Sequential cells coloured by netlist name:
Drawn at 3 px/um.
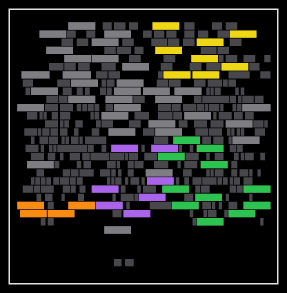
I/O nets highlighted:
Drawn at 4 px/um.
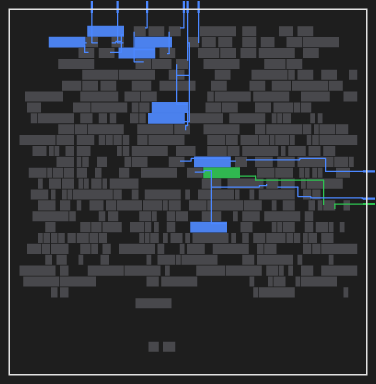
==> config.mk <==
export PLATFORM = sky130hd
export DESIGN_NAME = uart8_transceiver_flat
export DESIGN_NICKNAME = d
export VERILOG_FILES = /design/src/rtl/uart_pkg.sv /design/src/rtl/uart8_transceiver_if.sv /design/src/rtl/uart_baud_tick.sv /design/src/rtl/uart8_transceiver.sv /design/src/flat_wrapper.sv
export SDC_FILE = /design/constraint.sdc
export NUM_CORES = 1
export LEC_CHECK = 0
export CAP_MARGIN = 20
export CORE_AREA = 2 2 87 89
export CTS_CLUSTER_DIAMETER = 200
export DETAILED_ROUTE_END_ITERATION = 10
export DIE_AREA = 0 0 89 91
export PLACE_DENSITY = 0.69
export RECOVER_POWER = 100
export SETUP_SLACK_MARGIN = 0.4
export SLEW_MARGIN = 20
export SYNTH_ARGS = -nofsm -noshare
export SYNTH_HDL_FRONTEND = slang
export SYNTH_SLANG_ARGS = --single-unit
==> constraint.sdc <==
create_clock -name clk -period 2.5 [get_ports clk]
set_input_delay 0.625 -clock clk [delete_from_list [all_inputs] [get_ports clk]]
set_output_delay 0.625 -clock clk [all_outputs]
set_load 0.05 [all_outputs]
==> reports/qor.yml <==
rows: 31
finalClockPeriodUsage: 0.863
drv_slew: 26
synthesis.nets: 310
grt_pass1_vias: 2205
numCtsBuffers: 9
lay_top_cells: "dfrtp_1, mux2_2, nor2_1"
clkCellAreaFrac: 0.0491
syn_area_um2: 3150
maxSlewHeadroom: -0.0172
p_per_area_nw_per_um2: 595
cp.required_ns: 2.71
drt_iter0_markers: 124
antenna_found_initial: 0
reg2reg_slack_ns: 0.34
cts_hold_buf: 0
met2_length_mm: 2.91
n_tap_cell: 99
vias_per_cell: 5.23
wl_met3_um: 259
outcome: "complete, but fails checks"
yosys_cells: 277
synthToLayoutAreaGrowth_pct: 20.3
post_cts_buffers: 2
layout-drive-gt1-share: 0.196
dieArea_um2: 8100
min_period_ns: 2.16
highest_layer: "met4"
dpl.hpwl_mm: 4.21
yosys-top-cells-area: "dfrtp_1, mux2_2, ha_1"
comb_cells: 195
signal_buffers: 39
finalNetCount: 354
track_usage: 0.161
final.setup.worst_slack_ns: 0.344
synth.avg_cell_area_um2: 11.4
worst_slew_pin_slew_ns: 1.53
fp_util: 0.442
ir_worst_vdd_v: 0.000435
h-tree-depth: 3
edf_count: 0
lay_top_count: "dfrtp_1"
crit_fanout: 8
wl_mm: 5.97
hold_class: "register to register"
warning_count: 36
cts-root-buf: "clkbuf_8"
holdWs_ns: 0.359
cts_sinks: 62
common_cells: "dfrtp_1, mux2_2, nor2_1, ha_1, nand2_1"
logic_area_um2: 1520
wirelength_met1_mm: 2.76
crit_type: "register to register"
startpoint_type: "register"
worstSetupEndpointType: "register"
antennaDiodeCount: 0
p_leak_nw: 1.79
fillerInstances: 656
largest_class: "sequential cells"
failed_checks: "max-capacitance violations, max-slew violations"
drc: 0
holdPathStages: 0
synth_chip_area_um2: 3150
dr.pass1.iters: 4
maxCapViolations: 1
final_util: 0.532
grt_setup_unrepaired: "false"
fin_skew_ns: 0.0101
clkTransAtPathRegs_ns: 0.07
final_antenna_net_count: 0
post_cts_resized: 16
grt_max_degree: 38
final_area_um2: 3790
clock_buffers: 13
placed_cells: 401
vias: 2223
finalSetupViolCount: 0
top_cell_area_share: 0.468
ys_ff: 62
placed_cell_area_um2: 3550
sh_comb_area: 0.400
cts_buffer_depth: 2
Back to the opening pictures, 'sequential cells coloured by netlist name':
- orange: u_core.rx_tcnt_q (flops 4; where lower left)
- green: u_core.u_tx_tick.cnt_q (flops 11)
- yellow: u_core.tx_shift_q (flops 8; where upper right)
- purple: u_core.u_rx_tick.cnt_q (flops 7)
- not coloured: 32
P_seq: 1.07 mW
fraction of area in registers: 0.410
flip-flop and latch area: 1560 um2

Back to the opening pictures, 'I/O nets highlighted':
- green: bus_rxDone (bits 1; direction output; edge right; end cells 1; buffers 1; wire 37.1 um)
- blue: bus_rxOut (bits 8; direction output; edge 6 top, 2 right; end cells 8; buffers 8; wire 235 um)
boundary pin count: 28
I/O Buffers: 27

[logic make-up after synthesis]
logic type,synth area share
AND/OR/NAND/NOR,0.161
AND-OR/OR-AND,0.0849
adder cells (fa/ha/maj),0.0754
buffers and inverters,0.0258
multiplexers,0.121
flip-flops,0.493
XOR/XNOR,0.0389
[where the power goes]
group          total [mW]  switching, mW  leakage, nW  internal [mW]
registers            1.07         0.0321        0.808           1.04
clock network       0.811          0.373       0.0954          0.438
logic               0.376          0.228        0.888          0.148
[critical path, cell delays in order (launching register included)]
cell and delay [ns]:
dfrtp_1 0.45, nor4b_1 0.56, nand4_1 0.23, a22oi_1 0.30, buf_12 0.17, mux2_2 0.32
Power figures rest on the tool's default switching activity, not on a simulated workload.
